### config.mk
export PLATFORM = sky130hd
export DESIGN_NAME = path_decoder
export DESIGN_NICKNAME = d
export VERILOG_FILES = /design/src/rtl/path_decoder_pkg.sv /design/src/rtl/path_decoder_loc_pair_decode.sv /design/src/rtl/path_decoder.sv
export SDC_FILE = /design/constraint.sdc
export NUM_CORES = 1
export LEC_CHECK = 0
export ABC_AREA = 0
export CAP_MARGIN = 20
export CORE_ASPECT_RATIO = 0.75
export CORE_MARGIN = 2
export CORE_UTILIZATION = 45
export DETAILED_ROUTE_END_ITERATION = 10
export HOLD_SLACK_MARGIN = 0.06
export SYNTH_ARGS = -nofsm -noshare
export SYNTH_HDL_FRONTEND = slang
export SYNTH_HIERARCHICAL = 1
export SYNTH_SLANG_ARGS = --single-unit
### constraint.sdc
create_clock -name clk -period 4.5 [get_ports clk]
set_input_delay 0.675 -clock clk [delete_from_list [all_inputs] [get_ports clk]]
set_output_delay 0.675 -clock clk [all_outputs]
set_load 0.01 [all_outputs]
### src/rtl/path_decoder_pkg.sv
// Shared types and constants for the path decoder: FSM states, move codes
// and the location width ({x[7:4], y[3:0]}).
package path_decoder_pkg;

    localparam int LOCW = 8;

    typedef enum logic [1:0] {
        REC = 2'd0,
        RUN = 2'd1,
        FIN = 2'd2,
        ERR = 2'd3
    } state_t;

    localparam logic [1:0] DIR_YM = 2'b00;  // y-1
    localparam logic [1:0] DIR_XP = 2'b01;  // x+1
    localparam logic [1:0] DIR_XM = 2'b10;  // x-1
    localparam logic [1:0] DIR_YP = 2'b11;  // y+1

endpackage

### src/rtl/path_decoder_loc_pair_decode.sv
// Combinational decode of one step between two recorded locations.
// Coordinate differences wrap modulo 2^(LOCW/2), so 0 -> 15 is a step of -1.
module loc_pair_decode #(
    parameter int LOCW = path_decoder_pkg::LOCW
) (
    input  logic [LOCW-1:0] a,
    input  logic [LOCW-1:0] b,
    output logic [1:0]      dir,
    output logic            ok
);
    import path_decoder_pkg::*;

    localparam int HW = LOCW / 2;

    logic [HW-1:0] dx;
    logic [HW-1:0] dy;

    // Classify the b-a difference as one of the four unit moves, else not ok
    always_comb begin
        dx  = b[LOCW-1:HW] - a[LOCW-1:HW];
        dy  = b[HW-1:0] - a[HW-1:0];
        dir = DIR_YM;
        ok  = 1'b0;
        if (dy == '0) begin
            if (dx == HW'(1)) begin
                dir = DIR_XP;
                ok  = 1'b1;
            end else if (dx == '1) begin
                dir = DIR_XM;
                ok  = 1'b1;
            end
        end else if (dx == '0) begin
            if (dy == HW'(1)) begin
                dir = DIR_YP;
                ok  = 1'b1;
            end else if (dy == '1) begin
                dir = DIR_YM;
                ok  = 1'b1;
            end
        end
    end

endmodule

### src/rtl/path_decoder.sv
// Path decoder: records a stack of grid locations (push records a step,
// pop backtracks) and replays the path bottom-to-top as a stream of move
// codes with valid/ready handshaking. A non-adjacent pair traps in ERR.
module path_decoder #(
    parameter int DEPTH = 16,
    parameter int LOCW  = path_decoder_pkg::LOCW
) (
    input  logic            clk,
    input  logic            rst,
    input  logic            push,
    input  logic            pop,
    input  logic [LOCW-1:0] locIn,
    input  logic            start,
    input  logic            ready,
    output logic            valid,
    output logic [1:0]      dir,
    output logic            done,
    output logic            err,
    output logic            full,
    output logic            empty
);
    import path_decoder_pkg::*;

    localparam int IW = $clog2(DEPTH);
    localparam int PW = IW + 1;

    state_t          state;
    state_t          state_next;
    logic [PW-1:0]   count;
    logic [PW-1:0]   count_next;
    logic [PW-1:0]   count_m1;
    logic [PW-1:0]   rd_idx;
    logic [PW-1:0]   rd_idx_next;
    logic [PW-1:0]   rd_nxt;
    logic [LOCW-1:0] mem [DEPTH];
    logic            wr_en;
    logic [IW-1:0]   wr_addr;
    logic [1:0]      pair_dir;
    logic            pair_ok;

    assign count_m1 = count - PW'(1);
    assign rd_nxt   = rd_idx + PW'(1);
    assign full     = (count == PW'(DEPTH));
    assign empty    = (count == '0);

    loc_pair_decode #(.LOCW(LOCW)) u_pair (
        .a   (mem[rd_idx[IW-1:0]]),
        .b   (mem[rd_nxt[IW-1:0]]),
        .dir (pair_dir),
        .ok  (pair_ok)
    );

    // Control state: FSM state, stack depth and replay index
    always_ff @(posedge clk or negedge rst) begin
        if (!rst) begin
            state  <= REC;
            count  <= '0;
            rd_idx <= '0;
        end else begin
            state  <= state_next;
            count  <= count_next;
            rd_idx <= rd_idx_next;
        end
    end

    // Location storage; contents survive reset, only count defines validity
    always_ff @(posedge clk) begin
        if (wr_en) begin
            mem[wr_addr] <= locIn;
        end
    end

    // Next-state and output decode
    always_comb begin
        state_next  = state;
        count_next  = count;
        rd_idx_next = rd_idx;
        wr_en       = 1'b0;
        wr_addr     = count[IW-1:0];
        valid       = 1'b0;
        dir         = DIR_YM;
        done        = 1'b0;
        err         = 1'b0;
        case (state)
            REC: begin
                if (start) begin
                    // A path needs at least two points to produce any move
                    rd_idx_next = '0;
                    state_next  = (count >= PW'(2)) ? RUN : FIN;
                end else if (push && pop && !empty) begin
                    wr_en   = 1'b1;
                    wr_addr = count_m1[IW-1:0];
                end else if (push && !full) begin
                    wr_en      = 1'b1;
                    count_next = count + PW'(1);
                end else if (pop && !empty) begin
                    count_next = count_m1;
                end
            end
            RUN: begin
                if (!pair_ok) begin
                    state_next = ERR;
                end else begin
                    valid = 1'b1;
                    dir   = pair_dir;
                    if (ready) begin
                        if (rd_idx + PW'(2) == count) begin
                            state_next = FIN;
                        end else begin
                            rd_idx_next = rd_nxt;
                        end
                    end
                end
            end
            FIN: begin
                done       = 1'b1;
                count_next = '0;
                state_next = REC;
            end
            ERR: begin
                err = 1'b1;
            end
            default: begin
                state_next = REC;
            end
        endcase
    end

endmodule
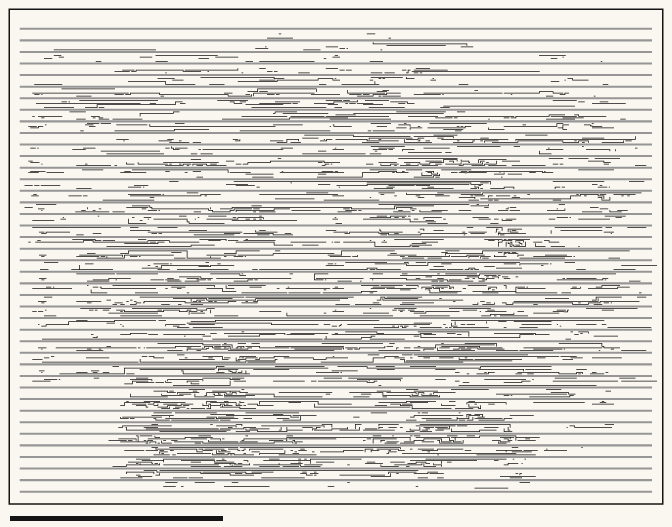
*Metal 1, run 1*
The bar under the picture is 50 um long. Supply wires on this layer in grey.
share of all routed wire	44%
wire length on this layer	8270 um
main direction	horizontal
routed wire length: 18600 um
M1 GR Usage: 32.3%
routed vias: 4757

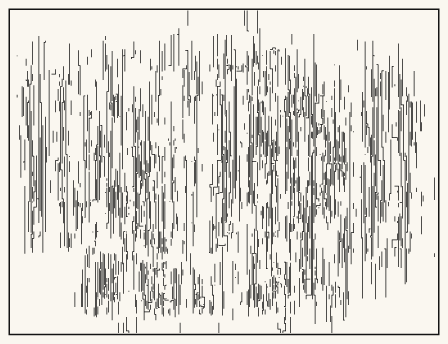
*Met2 routing, run 1*
main direction	vertical
nets with wire on the layer	532
share of all routed wire	47%
longest straight run	66.8 um
wire length on this layer	8660 um
met2 global-route usage: 34.2%

==> job_summary.md, run 1 <==
### Yosys + OpenROAD results

| Metric | Value |
|---|---|
| Sequential power | `about 0.0016 W` |
| Syn nets | `between 500 and 600` |
| Worst-case vdd ir drop | `between 0.3 and 0.4 mV` |
| Failing checks | `negative setup slack` |
| Post-DR vias/cell | `just over 6` |
| Max H-tree Level | `4` |
| Slew @ Worst Pin | `roughly 650 ps` |
| Internal Power | `between 0.003 and 0.004 W` |
| Tap Cells | `roughly 210` |
| Setup Viol. Count Final | `3` |
| Worst EP arrival | `~4000 ps` |
| Floorplan Utilization | `~47%` |
| Relative slew margins | `56.7%` |
| Setup_tns | `-351 ps` |
| Critical Path Sink | `dir[1]` |
| Die ar. | `around 18000 um^2` |
| Peak Freq | `roughly 220 MHz` |
| Sw power | `around 0.0018 W` |
| Clk sink count | `about 140` |
| Initial antenna violation count | `0` |
| Non-clock buffer count | `between 80 and 90` |
| Nets | `589` |
| Switching portion of total power | `33.8%` |
| Synth-to-layout area growth | `22.0%` |
| Combinational Power | `0.00238 W` |
| Total power | `0.00535 W` |
| Total GRT Usage | `between 20% and 30%` |
| Capture point of the worst reg-to-reg path | `state[1]$_DFFE_PN0P_` |
| Fin Clk Skew | `between 10 and 15 ps` |
| Top power consumer group | `combinational cells` |
| Dpl ws | `-391 ps` |
| Routed Antenna Nets | `0` |
| Post-synth ARST share | `roughly 8.6%` |
| Startpoint types | `register` |
| Synth area leader | `edfxtp_1` |
| Crit path DRT | `between 3000 and 4000 ps` |
| Most frequent cell after synthesis | `edfxtp_1` |
| TritonCTS clock tree | `built` |
| Final setup margin | `-133 ps` |
| Flop pwr share | `between 20% and 30%` |
| Cell count in the Yosys report | `roughly 480` |
| Status | `finished with violations` |
| CP endpoint kind | `output pin` |
| CP most frequent cell | `mux4_2` |
| Combinational power share | `about 44%` |
| Largest cell class by area | `registers` |
| Vias in the first global route | `around 4700` |
| Worst path slowest cell | `mux4_2` |
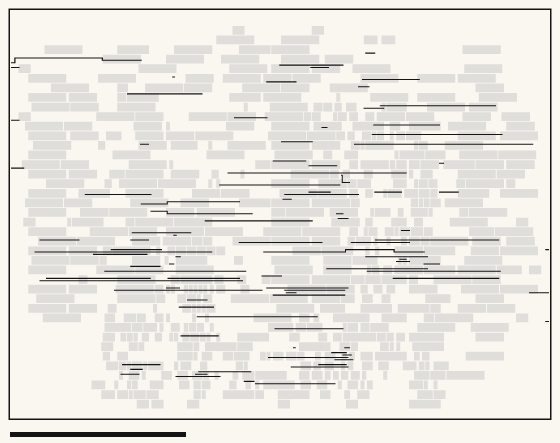
*Metal 3, run 1*
The bar under the picture is 50 um long. Cells faint in the background.
wire length on this layer	1400 um
nets with wire on the layer	75
main direction	horizontal

## run 1: cells by family after synthesis
logic type | Yosys count | share of synthesized area [%]
muxes | 81 | 22.9
and+or+nand+nor | 116 | 8.27
buffers and inverters | 52 | 2.90
adders and majority gates | 18 | 3.20
xor gates and xnor gates | 21 | 2.45
AOI/OAI and AO/OA | 54 | 5.19
DFF | 140 | 55.1
## run 1: worst min-delay path by stage
stage,startpoint,end,depth (start not counted)
detailed placement,rd_idx[4]$_DFFE_PN0P_,rd_idx[4]$_DFFE_PN0P_,1
CTS,rd_idx[4]$_DFFE_PN0P_,rd_idx[4]$_DFFE_PN0P_,1
global route,rd_idx[4]$_DFFE_PN0P_,rd_idx[4]$_DFFE_PN0P_,1
global placement,rd_idx[4]$_DFFE_PN0P_,rd_idx[4]$_DFFE_PN0P_,1
finish,rd_idx[4]$_DFFE_PN0P_,rd_idx[4]$_DFFE_PN0P_,1
floorplan,rst,count[0]$_DFFE_PN0P_,0
## run 1: flip-flops by register name, summed over array words and instances, names as in the netlist
name,flops
mem,128
count,5
rd_idx,5
state,2
## run 1: critical path: cells and delay by family (launching register included)
| kind | cells | cell delay (ps) |
|---|---|---|
| mux | 3 | 1300 |
| simple gates | 3 | 810 |
| fa+ha+maj | 2 | 580 |
| flops | 1 | 410 |
| buf+inv | 2 | 270 |
| xor+xnor | 1 | 160 |
## run 1: metal layers
layer,vias up,GRT usage [%],wire length [um]
li1,2086,-,-
met1,2470,32.3,8270
met2,180,34.2,8660
met3,21,5.61,1400
met4,0,6.67,284
met5,-,0,0
## run 1: timing repair
| item | in CTS | in global routing |
|---|---|---|
| endpoints found under the hold margin | 0 | 0 |
| endpoints found under the setup margin | 3 | 3 |
| buffers inserted | 5 | 0 |
| resized | 35 | 10 |
| pin swaps | 6 | 4 |
==> inputs of run 2 (changes only) <==
--- a/config.mk
+++ b/config.mk
@@ -8,10 +8,11 @@
 export ABC_AREA = 0
 export CAP_MARGIN = 20
 export CORE_ASPECT_RATIO = 0.75
-export CORE_MARGIN = 2
+export CORE_MARGIN = 10
 export CORE_UTILIZATION = 45
 export DETAILED_ROUTE_END_ITERATION = 10
 export HOLD_SLACK_MARGIN = 0.06
+export SLEW_MARGIN = 15
 export SYNTH_ARGS = -nofsm -noshare
 export SYNTH_HDL_FRONTEND = slang
 export SYNTH_HIERARCHICAL = 1
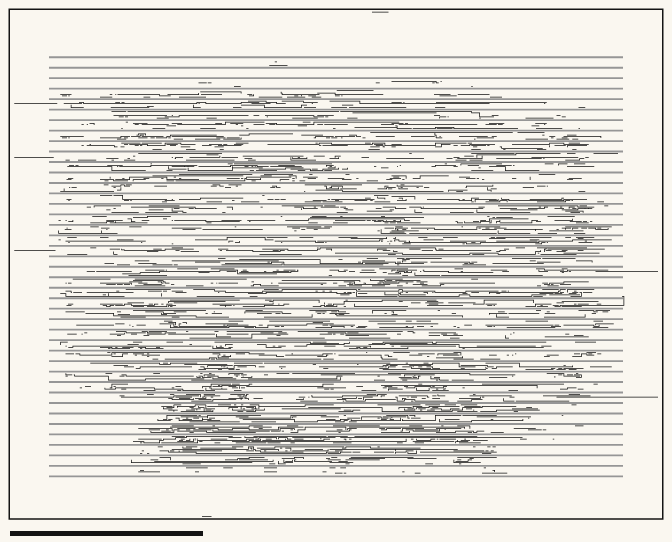
*Metal 1, run 2*
The bar under the picture is 50 um long. Supply wires on this layer in grey.
longest straight run	54.7 um
share of all routed wire	46%

==> run 2 against run 1 <==
- flip-flop count stayed put
- largest cell class unchanged
- clock power is 5% lower
- clock skew shrank 2.4 ps
- synthesized area did not move
- die area is 26% higher
- the run still ends with negative setup slack left
- worst hold slack improved by 12 ps
- global-route usage fell by 5.3 points
- design area up 0.83%
==> job_summary.md, run 2 <==
### Yosys + OpenROAD results

| Metric | Value |
|---|---|
| Die ar. | `approximately 22000 um^2` |
| Syn nets | `514` |
| Slew @ Worst Pin | `approximately 990 ps` |
| Clock period minus worst slack | `between 4000 and 5000 ps` |
| Most frequent cell after synthesis | `edfxtp_1` |
| Leading cell types by count after synthesis | `edfxtp_1 (128), mux4_2 (72), nand2_1 (32), nor2_1 (28), inv_1 (19)` |
| Failing checks | `negative setup slack` |
| Post-DR vias/cell | `~6.0` |
| Vias in the first global route | `around 4700` |
| DRT met1 WL | `8770 um` |
| Worst EP arrival | `roughly 4000 ps` |
| Synth area leader | `edfxtp_1` |
| Initial antenna violation count | `0` |
| Setup_tns | `-529 ps` |
| Clk sink count | `between 100 and 150` |
| Final setup margin | `-182 ps` |
| Floorplan Utilization | `46.4%` |
| CP endpoint kind | `output pin` |
| Fin Clk Skew | `9.31 ps` |
| Top reg by flops | `mem` |
| Crit path DRT | `3830 ps` |
| Worst-case vdd ir drop | `0.366 mV` |
| Routed vias | `4708` |
| Max H-tree Level | `4` |
| Peak Freq | `about 210 MHz` |
| DR WL met3 | `1480 um` |
| Largest regs | `mem: 128 flops, count: 5 flops, rd_idx: 5 flops` |
| Total GRT Usage | `17.1%` |
| M1 GR Usage | `roughly a quarter` |
| Status | `finished with violations` |
| Startpoint types | `register` |
| Uppermost layer routed | `met4` |
| Cell family with most CP delay | `multiplexers` |
| Setup Viol. Count Final | `3` |
| Nets | `597` |
| Synth-to-layout area growth | `23.0%` |
| Routed wire length | `~19000 um` |
| TritonCTS clock tree | `built` |
| CP most frequent cell | `buf_6` |
| GRT busiest layer | `met1` |
| Critical path buffers and inverters | `3` |
| Post-synth ARST share | `8.57%` |
| GR Util met3 | `around 5.1%` |
| Cell count in the Yosys report | `482` |
| Relative slew margins | `between 30 and 40%` |
==> run 2: worst paths after layout <==
check	from	endpoint	slack, ps	cells past startpoint
hold reg to reg	state[0]$_DFFE_PN0P_	state[0]$_DFFE_PN0P_	580	1
hold / removal	state[0]$_DFFE_PN0P_	state[0]$_DFFE_PN0P_	580	1
setup / recovery	rd_idx[1]$_DFFE_PN0P_	dir[0]	-180	12
setup reg to reg	rd_idx[1]$_DFFE_PN0P_	rd_idx[4]$_DFFE_PN0P_	50	16
min in group asynchronous	rst	count[3]$_DFFE_PN0P_	620	1
max in group asynchronous	rst	rd_idx[0]$_DFFE_PN0P_	3430	1
==> run 2: report_power, final <==
group	leakage, nW	internal, W	switching [W]
Combinational	1.61	0.00130	0.00117
Sequential	1.30	0.00148	0.000104
Clock	0.261	0.000766	0.000557
Total	3.17	0.00356	0.00183
==> run 2: layout make-up <==
type	instances	area (um^2)
clock buffers	17	425
inverters	20	76.3
well taps	210	263
fillers	1285	6970
repair buffers	96	903
multi-input cells	290	3290
clock inverters	15	141
flip-flops and latches	140	4150
==> run 2: cells by family after synthesis <==
kind of cell / synth area share, %
adders and majority gates: 3.20
xor gates and xnor gates: 2.45
and+or+nand+nor: 8.27
muxes: 22.9
buffers and inverters: 2.90
AOI/OAI and AO/OA: 5.19
DFF: 55.1
==> run 2: metrics by stage <==
| stage | total power, W | hold WS [ps] | setup WS, ps |
|---|---|---|---|
| floorplan | 0.00306 | 379 | 7.23 |
| detailed placement | 0.00380 | 580 | -343 |
| global route | 0.00567 | 612 | -280 |
| finish | 0.00539 | 584 | -182 |
| CTS | 0.00526 | 587 | -147 |
| global placement | 0.00373 | 543 | -286 |
==> run 2: timing repair <==
action,CTS,global route
gates resized,37,17
pin swaps,4,5
buffers inserted,4,7
endpoints found under the setup margin,5,6
cloned,1,0
Power figures rest on the tool's default switching activity, not on a simulated workload.
